File: config.mk
export PLATFORM = sky130hd
export DESIGN_NAME = irrigation_matrix_scanner
export DESIGN_NICKNAME = d
export VERILOG_FILES = /design/src/rtl/irrigation_matrix_scanner.sv
export SDC_FILE = /design/constraint.sdc
export NUM_CORES = 1
export LEC_CHECK = 0
export CELL_PAD_IN_SITES_DETAIL_PLACEMENT = 1
export CELL_PAD_IN_SITES_GLOBAL_PLACEMENT = 1
export CORE_ASPECT_RATIO = 1.4
export CORE_MARGIN = 4
export CORE_UTILIZATION = 42
export DETAILED_ROUTE_END_ITERATION = 10
export GPL_ROUTABILITY_DRIVEN = 0
export PLACE_DENSITY = 0.81
export SLEW_MARGIN = 25
export SYNTH_ARGS = -nofsm -noshare
export SYNTH_HDL_FRONTEND = slang
export SYNTH_SLANG_ARGS = --single-unit
File: constraint.sdc
create_clock -name clk -period 1.95 [get_ports clk]
set_input_delay 0.195 -clock clk [delete_from_list [all_inputs] [get_ports clk]]
set_output_delay 0.195 -clock clk [all_outputs]
set_load 0.1 [all_outputs]
File: src/rtl/irrigation_matrix_scanner.sv
// -----------------------------------------------------------------------------
// irrigation_matrix_scanner
//   Column-scanned 5x7 LED matrix driver that shows the irrigation-mode glyph
//   (off / sprinkler / dripper / fault). One column is driven per slot of
//   SCAN_DIV cycles. The rows are blanked for the first BLANK_CYCLES of each
//   slot so the previous column's data does not ghost into the new column.
//   The mode and the blink enable are latched only at frame boundaries, so
//   no frame ever mixes two glyphs. The fault glyph always blinks.
//
// Ports
//   clk          system clock
//   rst_n        synchronous reset, active-low
//   mode[1:0]    00 off, 01 sprinkler, 10 dripper, 11 fault
//   blink_en     blink the sprinkler/dripper glyph
//   col_sel[4:0] one-hot column select (polarity from COL_ACTIVE_LOW)
//   rows[6:0]    row data, bit 6 = top row (polarity from ROW_ACTIVE_LOW)
//   frame_start  one-cycle pulse while column 0 / prescaler 0 is on the pins
// -----------------------------------------------------------------------------
module irrigation_matrix_scanner #(
    parameter int SCAN_DIV       = 1000,
    parameter int BLANK_CYCLES   = 1,
    parameter int BLINK_FRAMES   = 50,
    parameter int COL_ACTIVE_LOW = 1,
    parameter int ROW_ACTIVE_LOW = 0
) (
    input  logic       clk,
    input  logic       rst_n,
    input  logic [1:0] mode,
    input  logic       blink_en,
    output logic [4:0] col_sel,
    output logic [6:0] rows,
    output logic       frame_start
);

    localparam int PRE_W = (SCAN_DIV > 1) ? $clog2(SCAN_DIV) : 1;
    localparam int BF_W  = (BLINK_FRAMES > 1) ? $clog2(BLINK_FRAMES) : 1;

    localparam logic [4:0] COL_INV = (COL_ACTIVE_LOW != 0) ? 5'h1F : 5'h00;
    localparam logic [6:0] ROW_INV = (ROW_ACTIVE_LOW != 0) ? 7'h7F : 7'h00;

    logic [PRE_W-1:0] r_pre;
    logic [2:0]       r_col;
    logic [BF_W-1:0]  r_bf;
    logic             r_blink_phase;
    logic [1:0]       r_mode_q;
    logic             r_blink_q;

    logic [4:0]       r_col_sel;
    logic [6:0]       r_rows;
    logic             r_frame_start;

    logic             w_pre_wrap;
    logic             w_frame_end;
    logic             w_dark;
    logic [6:0]       w_rows_ah;
    logic [4:0]       w_col_oh;

    // Glyphs are mirror-symmetric, so only outer/inner/centre columns differ.
    function automatic logic [6:0] glyph(input logic [1:0] m, input logic [2:0] c);
        logic [1:0] pos;   // 0 outer, 1 inner, 2 centre
        logic [6:0] g;
        pos = (c == 3'd2) ? 2'd2 : ((c == 3'd1 || c == 3'd3) ? 2'd1 : 2'd0);
        g   = 7'h00;
        case (m)
            2'b01:   g = (pos == 2'd2) ? 7'h7F : ((pos == 2'd1) ? 7'h1F : 7'h59);
            2'b10:   g = (pos == 2'd2) ? 7'h7F : ((pos == 2'd1) ? 7'h23 : 7'h0E);
            2'b11:   g = (pos == 2'd2) ? 7'h1C : ((pos == 2'd1) ? 7'h22 : 7'h41);
            default: g = 7'h00;
        endcase
        return g;
    endfunction

    always_comb begin
        w_pre_wrap  = (r_pre == PRE_W'(SCAN_DIV - 1));
        w_frame_end = w_pre_wrap && (r_col == 3'd4);
        w_dark      = (r_pre < PRE_W'(BLANK_CYCLES))
                   || (r_mode_q == 2'b00)
                   || (r_blink_phase && (r_blink_q || r_mode_q == 2'b11));
        w_rows_ah   = w_dark ? 7'h00 : glyph(r_mode_q, r_col);
        w_col_oh    = 5'b00001 << r_col;
    end

    always_ff @(posedge clk) begin
        if (!rst_n) begin
            r_pre         <= '0;
            r_col         <= '0;
            r_bf          <= '0;
            r_blink_phase <= 1'b0;
            r_mode_q      <= 2'b00;
            r_blink_q     <= 1'b0;
            r_col_sel     <= 5'h00;
            r_rows        <= 7'h00;
            r_frame_start <= 1'b0;
        end else begin
            if (w_pre_wrap) begin
                r_pre <= '0;
                r_col <= (r_col == 3'd4) ? 3'd0 : r_col + 3'd1;
            end else begin
                r_pre <= r_pre + PRE_W'(1);
            end

            if (w_frame_end) begin
                r_mode_q  <= mode;
                r_blink_q <= blink_en;
                if (r_bf == BF_W'(BLINK_FRAMES - 1)) begin
                    r_bf          <= '0;
                    r_blink_phase <= ~r_blink_phase;
                end else begin
                    r_bf <= r_bf + BF_W'(1);
                end
            end

            // Outputs show the state of the previous cycle (fixed 1-cycle lag).
            r_col_sel     <= w_col_oh;
            r_rows        <= w_rows_ah;
            r_frame_start <= (r_col == 3'd0) && (r_pre == '0);
        end
    end

    // Polarity inversion sits after everything, reset values included.
    assign col_sel     = r_col_sel ^ COL_INV;
    assign rows        = r_rows ^ ROW_INV;
    assign frame_start = r_frame_start;

endmodule
### Placed cells, one color a class, run 1

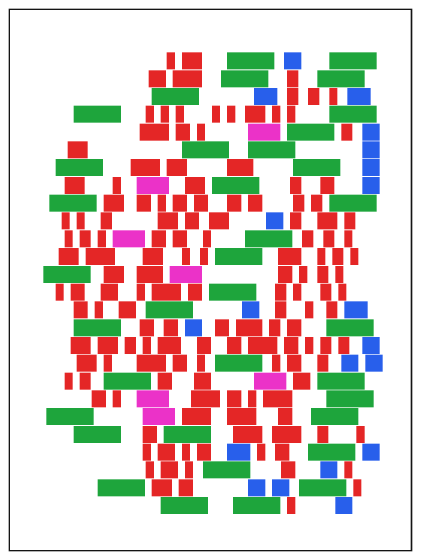
color	class	cells	share of their area
blue	remaining buffers and delay cells	20	8.4%
green	registers	36	38%
red	remaining logic cells	147	49%
magenta	clock drivers and dummy loads	7	5.1%

### Clock nets, run 1

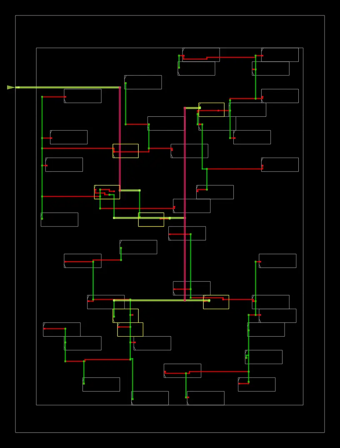
CTS sink count: 36
clock latency on the worst-skew pair: 0.29 ns
Clk power: 0.576 mW
clk_skew: 0.00460 ns

### Clock distribution, run 1

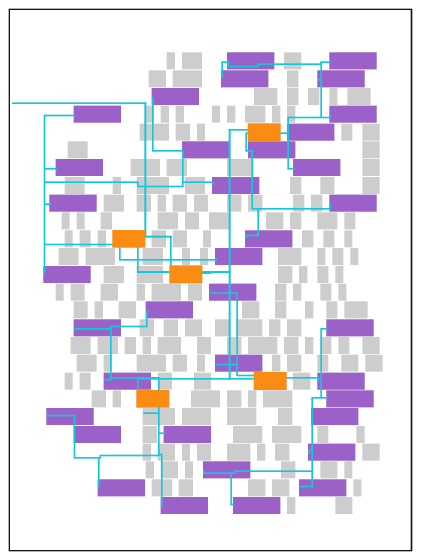
[purple] flip-flops | count: 36
[cyan] clock wires | length: 500 µm
[orange] clock-net drivers | count: 5
flops lie	widely spread

### Drive-strength map, run 1

The bar under the picture is 20 µm long.
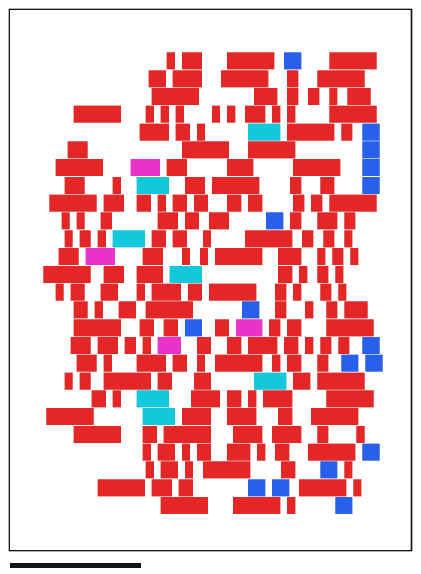
color	size	cells
blue	x3 and x4	16
magenta	x2	4
cyan	x6 and larger	7
red	x1 and smaller	183
post-route design area: 1950 µm²
Worst Slack Setup Final: 0.163 ns
count of plain and timing-repair buffers: 20
Syn-to-layout area delta: 17.1%

run 1: final timing paths:
kind	from	to	cells after the start	slack, ns
setup / recovery	r_pre[0]$_SDFF_PP0_	r_bf[4]$_SDFFE_PN0P_	5	0.16
hold reg to reg	r_pre[0]$_SDFF_PP0_	r_pre[0]$_SDFF_PP0_	1	0.47
hold / removal	mode[1]	r_mode_q[1]$_SDFFE_PN0P_	3	0.47
setup reg to reg	r_pre[0]$_SDFF_PP0_	r_bf[4]$_SDFFE_PN0P_	5	0.16
run 1: cell usage after synthesis, drive strengths merged:
cell / number
a211oi: 2
nor4: 5
nand3: 8
or3: 2
o211a: 1
nand4bb: 2
a221o: 1
xor2: 5
o21ai: 7
and4: 1
inv: 14
a21boi: 3
or3b: 1
and4bb: 1
a31oi: 1
nor2b: 3
dfxtp: 36
nand4: 6
nor2: 18
a21oi: 8
nand2: 15
clkbuf: 5
xnor2: 10
nand2b: 4
or4: 2
and2: 4
buf: 1
ha: 10
and3: 9
nor3: 4
run 1: worst reg2reg max path, stage by stage, from the launching register on:
cell and delay, ns:
sky130_fd_sc_hd__dfxtp_1 0.38, sky130_fd_sc_hd__ha_1 0.25, sky130_fd_sc_hd__nand4bb_1 0.26, sky130_fd_sc_hd__nor4_1 0.54
sky130_fd_sc_hd__xnor2_1 0.18, sky130_fd_sc_hd__nor2_1 0.06
run 1: where the power goes:
group | leakage (nW) | internal, mW | switching, mW
Sequential | 0.291 | 0.743 | 0.00627
Combinational | 0.449 | 0.0259 | 0.0489
Clock | 0.0503 | 0.315 | 0.261
Total | 0.791 | 1.08 | 0.316
run 1: sequential cells by signal, indices dropped and copies added (netlist names):
register	count
rows	7
r_bf	6
r_col_sel	5
r_col	3
r_mode_q	2
frame_start	1
r_pre	10
r_blink_q	1
r_blink_phase	1
run 1: repair_timing:
| item | CTS | global route |
|---|---|---|
| hold endpoints to repair | 0 | 0 |
| setup endpoints to repair | 0 | 5 |
| setup buffers | 0 | 1 |
run 1: kinds of logic (layout without fill, tap and decap cells):
group           count (synthesis)  after routing  share of synthesized area
buf+inv                        20             41                     0.0457
simple gates                   85             85                      0.285
fa+ha+maj                      10             10                     0.0750
xor+xnor                       15             15                     0.0787
compound gates                 23             23                     0.0840
flops                          36             36                      0.432
run 1: final cells by class:
| class | instances | share of cell area |
|---|---|---|
| multi-input combinational | 133 | 0.446 |
| sequential | 36 | 0.369 |
| timing repair buffer | 20 | 0.0819 |
| clock buffer | 7 | 0.0493 |
| inverter | 14 | 0.0269 |
| tap | 42 | 0.0269 |
run 1: per-layer routing:
metal / global-route usage / vias up / share of wire
met3: 0.0435 / 7 / 0.031
met1: 0.186 / 679 / 0.40
met5: 0 / - / 0
li1: - / 686 / -
met4: 0.0694 / 0 / 0.019
met2: 0.339 / 33 / 0.55
run 1: through the flow:
step | worst slack [ns] | hold slack, ns
floorplan | 0.467 | 0.335
global placement | 0.221 | 0.445
detailed placement | 0.0735 | 0.457
CTS | 0.0701 | 0.470
global route | 0.0222 | 0.478
finish | 0.163 | 0.470
==> results.json, run 1 <==
{
  "dpl-instance-area_um2": 1850,
  "post_synth_num_cell_types": 33,
  "largest_net_degree_at_the_start_of_global_routing": 13,
  "timing.critical_path.fanout_max": 5,
  "finalCritPeriodShare": 0.916,
  "timing.max_cap.violations": 0,
  "final_hold_viol_count": 0,
  "io_pins": 18,
  "ys_area_um2": 1670,
  "antenna_diodes": 0,
  "stage_log_warnings": 32,
  "final_common_cell": "sky130_fd_sc_hd__dfxtp_1",
  "utilization_after_layout": 0.522,
  "port_buffer_cells": 17,
  "cts-resized-gates": 0,
  "synth-warning-count": 0,
  "timing.critical_path.arrival_ns": 1.96,
  "via_count_of_the_first_global_routing_pass": 1456,
  "worstSetupEndpointType": "register",
  "track_usage": 0.181,
  "floorplanUtilization": 0.446,
  "fill_cells": 445,
  "die_w_um": 61.3,
  "cp_slowest_cell": "sky130_fd_sc_hd__nor4_1",
  "floorplan.die.height_um": 82.6,
  "dp.cells": 244,
  "path_cells": "ha_1, nand4bb_1, nor4_1, xnor2_1, nor2_1",
  "layout_top_cells_excl_fill_tap": "sky130_fd_sc_hd__dfxtp_1, sky130_fd_sc_hd__nor2_1, sky130_fd_sc_hd__buf_4, sky130_fd_sc_hd__nand2_1, sky130_fd_sc_hd__inv_1",
  "post-layout-total-power_mw": 1.40,
  "ctsRootBufferMaster": "sky130_fd_sc_hd__clkbuf_8",
  "ys_cells": 189,
  "cells_after_synth": 189,
  "setup_repair_after_global_routing_missed_its_margin": "false",
  "fin_cells": 252,
  "drt-initial-drc-count": 38,
  "totalWireLength_mm": 3.92,
  "final.setup.tns_ns": 0,
  "final_period_minus_worst_setup_slack_ns": 1.79,
  "synth_nets": 204,
  "chipArea_um2": 5060,
  "worst_ir_drop_on_vdd_v": 0.000565,
  "grt_antenna_before_repair": 0,
  "final_stage_net_count": 225,
  "final-comb-area_um2": 872,
  "row_count": 26,
  "share_of_the_yosys_chip_area_belonging_to_registers": 0.432,
  "drc": 0,
  "setup_viol": 0,
  "route.detailed.vias_per_inst": 5.58,
  "static_leakage_nw": 0.791,
  "critical_path.n_buffers_inverters": 0,
  "numSynthFlops": 36,
  "tightest_slew_ns": 0.498,
  "drv_slew": 0,
  "hold_path.class": "in2reg",
  "postRouteAntennaNets": 0,
  "pwr_density_cell_nw_per_um2": 716,
  "top_area_frac": 0.432,
  "design.core.area_um2": 3740,
  "detailroute.via_count": 1405,
  "clock_path_buffers": 2,
  "globalRouteOverflowTotal": 0,
  "fmax_mhz": 560,
  "cts_inserted_buffers": 5,
  "cts_tree": "done",
  "grt_first_pass_wirelength_mm": 6.78,
  "detailedPlacementHpwl_mm": 2.98,
  "avg_inst_size_synth_um2": 8.83,
  "register_area_um2": 721,
  "slew-limit-headroom": 0.665,
  "crit_required_ns": 2.12,
  "worst_path_dominant_cell_family": "simple AND/OR/NAND/NOR gates",
  "critical_path_type": "reg2reg",
  "firstDrtPassIters": 4,
  "status": "complete, no violations",
  "post_cts_hold_buffer_count": 0,
  "top_cells_by_area": "sky130_fd_sc_hd__dfxtp_1, sky130_fd_sc_hd__ha_1, sky130_fd_sc_hd__xnor2_1",
  "routed_wl_per_cell_um": 15.6,
  "synth_top_cell_by_area": "sky130_fd_sc_hd__dfxtp_1",
  "mappedNetlistArea_um2": 1670,
  "clock_slew_at_reported_path_ffs_ns": 0.07,
  "critical_path.max_stage_delay_ns": 0.54,
  "cts_max_level": 2,
  "drive_above_1_share": 0.129,
  "cp-start-kind": "register"
}
## Run 2: what changed since run 1
PLACE_DENSITY = 0.88   (was 0.81)
clock period = 1.7 ns   (was 1.95 ns; I/O delays follow)
### Clock distribution, run 2

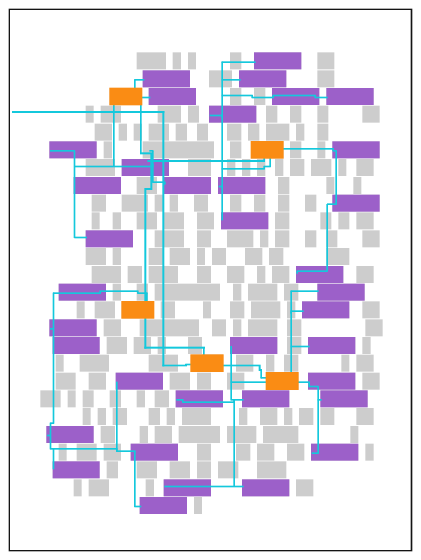
[orange] clock-net drivers | count: 5
[cyan] clock wires | length: 487 µm
[purple] flip-flops | count: 36
routed clock nets	6
flops lie	widely spread
clock power share: 0.435
Clk power: 0.735 mW
clk_skew: 0.00822 ns

==> run 2 against run 1 <==
  * Clock skew up 0.0036 ns
  * First-iteration DRC count shrank 21%
  * Sequential power up 15%
  * Synthesized cell count unchanged
  * Critical path type unchanged
  * Largest power group unchanged
==> results.json, run 2 <==
{
  "clock_slew_at_reported_path_ffs_ns": 0.07,
  "cellInternalPower_mw": 1.32,
  "crit_path_start": "r_pre[4]$_SDFF_PP0_",
  "detailedPlacementHpwl_mm": 2.76,
  "post-synth-top-count-cell": "sky130_fd_sc_hd__dfxtp_1",
  "stage_log_warnings": 32,
  "grt_first_pass_wirelength_mm": 6.44,
  "cts_tree": "done",
  "fill_cells": 447,
  "ys_area_um2": 1670,
  "timing.max_cap.violations": 0,
  "port_buffer_cells": 17,
  "post_synthesis_share_of_cell_area_spent_on_full_adders_half_adders_and_majority_gates": 0.0750,
  "power.net_switching_mw": 0.368,
  "ys_top_logic_family": "simple AND/OR/NAND/NOR gates",
  "track_usage": 0.177,
  "dpl_worst_slack_ns": 0.0422,
  "timing.critical_path.fanout_max": 7,
  "postRouteAntennaNets": 0,
  "ys_cells": 189,
  "r2r_setup_slack_ns": 0.14,
  "power.combinational.fraction": 0.055,
  "pwr_density_cell_nw_per_um2": 821,
  "numSynthFlops": 36,
  "final.setup.tns_ns": 0,
  "worstSetupEndpointType": "register",
  "mux_share": 0,
  "cells_after_synth": 189,
  "final_common_cell": "sky130_fd_sc_hd__dfxtp_1",
  "worst_ir_drop_on_vdd_v": 0.000646,
  "timing.critical_path.arrival_ns": 1.74,
  "post-route-worst-setup-slack_ns": 0.137,
  "final_period_minus_worst_setup_slack_ns": 1.56,
  "tightest_slew_ns": 0.443,
  "setup_viol": 0,
  "floorplan.die.height_um": 82.6,
  "die_w_um": 61.3,
  "post_synth_num_cell_types": 33,
  "drt-initial-drc-count": 30,
  "synth.cells.most_frequent": "sky130_fd_sc_hd__dfxtp_1, sky130_fd_sc_hd__nor2_1, sky130_fd_sc_hd__nand2_1",
  "antenna_diodes": 0,
  "cts_inserted_buffers": 5,
  "floorplanUtilization": 0.446,
  "syn2layout_area_growth_pct": 23.2,
  "power_frac_seq": 0.510,
  "clock_path_buffers": 2,
  "status": "complete, no violations",
  "flip_flops_with_a_built_in_enable": 0,
  "synth_nets": 204,
  "row_count": 26,
  "final_stage_net_count": 230,
  "io_pins": 18,
  "chipArea_um2": 5060,
  "top_cells_by_area": "sky130_fd_sc_hd__dfxtp_1, sky130_fd_sc_hd__ha_1, sky130_fd_sc_hd__xnor2_1",
  "crit_end": "rows[1]$_SDFF_PP0_",
  "synthXorXnorAreaFrac": 0.0787,
  "cp-start-kind": "register",
  "switching_share": 0.218,
  "largest-register": "r_pre",
  "via_count_of_the_first_global_routing_pass": 1353,
  "globalRouteOverflowTotal": 0,
  "setup_repair_after_global_routing_missed_its_margin": "false",
  "finalCritPeriodShare": 0.920,
  "ctsRootBufferMaster": "sky130_fd_sc_hd__clkbuf_8",
  "synth_top_flop_cell": "sky130_fd_sc_hd__dfxtp_1",
  "timing.rr.end": "rows[1]$_SDFF_PP0_",
  "static_leakage_nw": 0.818,
  "cts_max_level": 2,
  "timing.rr.start": "r_pre[4]$_SDFF_PP0_",
  "fmax_mhz": 640,
  "hold_path.class": "in2reg",
  "utilization_after_layout": 0.550,
  "drc": 0,
  "slew-limit-headroom": 0.702,
  "grt_antenna_before_repair": 0,
  "crit_required_ns": 1.88,
  "route.detailed.vias_per_inst": 5.30,
  "synth_top_cell_by_area": "sky130_fd_sc_hd__dfxtp_1",
  "simple_gate_share": 0.285,
  "top_area_frac": 0.432,
  "min_from": "mode[1]"
}
## run 2: netlist changes by cell type in the layout (fill, tap and decap cells not counted), sizes merged
| cell | change |
|---|---|
| buf | +5 |
| bufinv | +1 |
| clkbuf | -1 |
| clkinv | +1 |
## run 2: worst max-delay path, stage by stage (launching register included)
cell	delay [ns]
sky130_fd_sc_hd__dfxtp_1	0.39
sky130_fd_sc_hd__or4_1	0.51
sky130_fd_sc_hd__nor2_1	0.20
sky130_fd_sc_hd__a221o_2	0.27
sky130_fd_sc_hd__nor3_1	0.08
## run 2: area by class of cell
cell class | instances | area (µm²) | share of cell area
clock buffer | 6 | 72.6 | 0.0353
clock inverter | 2 | 35.0 | 0.0170
inverter | 14 | 52.6 | 0.0255
multi-input combinational | 133 | 926 | 0.450
sequential | 36 | 721 | 0.350
tap | 42 | 52.6 | 0.0255
timing repair buffer | 25 | 198 | 0.0961
## run 2: how the worst min path moves through the flow
stage / endpoint / slack (ns) / depth (start not counted)
after CTS: r_mode_q[1]$_SDFFE_PN0P_ / 0.46 / 3
after global routing: r_mode_q[0]$_SDFFE_PN0P_ / 0.49 / 3
final: r_mode_q[1]$_SDFFE_PN0P_ / 0.46 / 3
after floorplan: r_blink_q$_SDFFE_PN0P_ / 0.31 / 2
after detailed placement: r_blink_q$_SDFFE_PN0P_ / 0.48 / 2
after global placement: r_blink_q$_SDFFE_PN0P_ / 0.47 / 2
## run 2: metal layers
layer  GRT usage  wire length (µm)
met2       0.316              2220
met5           0                 0
met3      0.0467               128
met4      0.0824                96
met1       0.188              1480
## run 2: stage by stage
| step | instances | hold WS [ns] | area (µm²) | total power, mW |
|---|---|---|---|---|
| detailed placement | 250 | 0.477 | 1900 | 0.968 |
| floorplan | 189 | 0.310 | 1670 | 0.935 |
| finish | 258 | 0.459 | 2060 | 1.69 |
| CTS | 258 | 0.455 | 2010 | 1.71 |
| global route | 258 | 0.488 | 2060 | 1.76 |
| global placement | 250 | 0.466 | 1900 | 0.966 |
## run 2: kinds of logic (layout without fill, tap and decap cells)
group	Yosys count	after routing
AND-OR/OR-AND	23	23
XOR/XNOR	15	15
adder cells (fa/ha/maj)	10	10
buffers and inverters	20	47
flip-flops	36	36
AND/OR/NAND/NOR	85	85
## run 2: power by group through the flow
stage / registers (mW) / clock network (mW) / logic (mW)
global placement: 0.878 / 0 / 0.0876
global route: 0.863 / 0.799 / 0.101
detailed placement: 0.878 / 0 / 0.0892
floorplan: 0.896 / 0 / 0.0388
finish: 0.862 / 0.735 / 0.0932
CTS: 0.859 / 0.759 / 0.0914
## run 2: repair_timing
item,in CTS,in global routing
setup buffers,0,0
resized,1,8
cloned,0,0
hold buffers,0,0
setup endpoints to repair,5,8
No activity file was given, so power comes from the tool's default toggle rates.
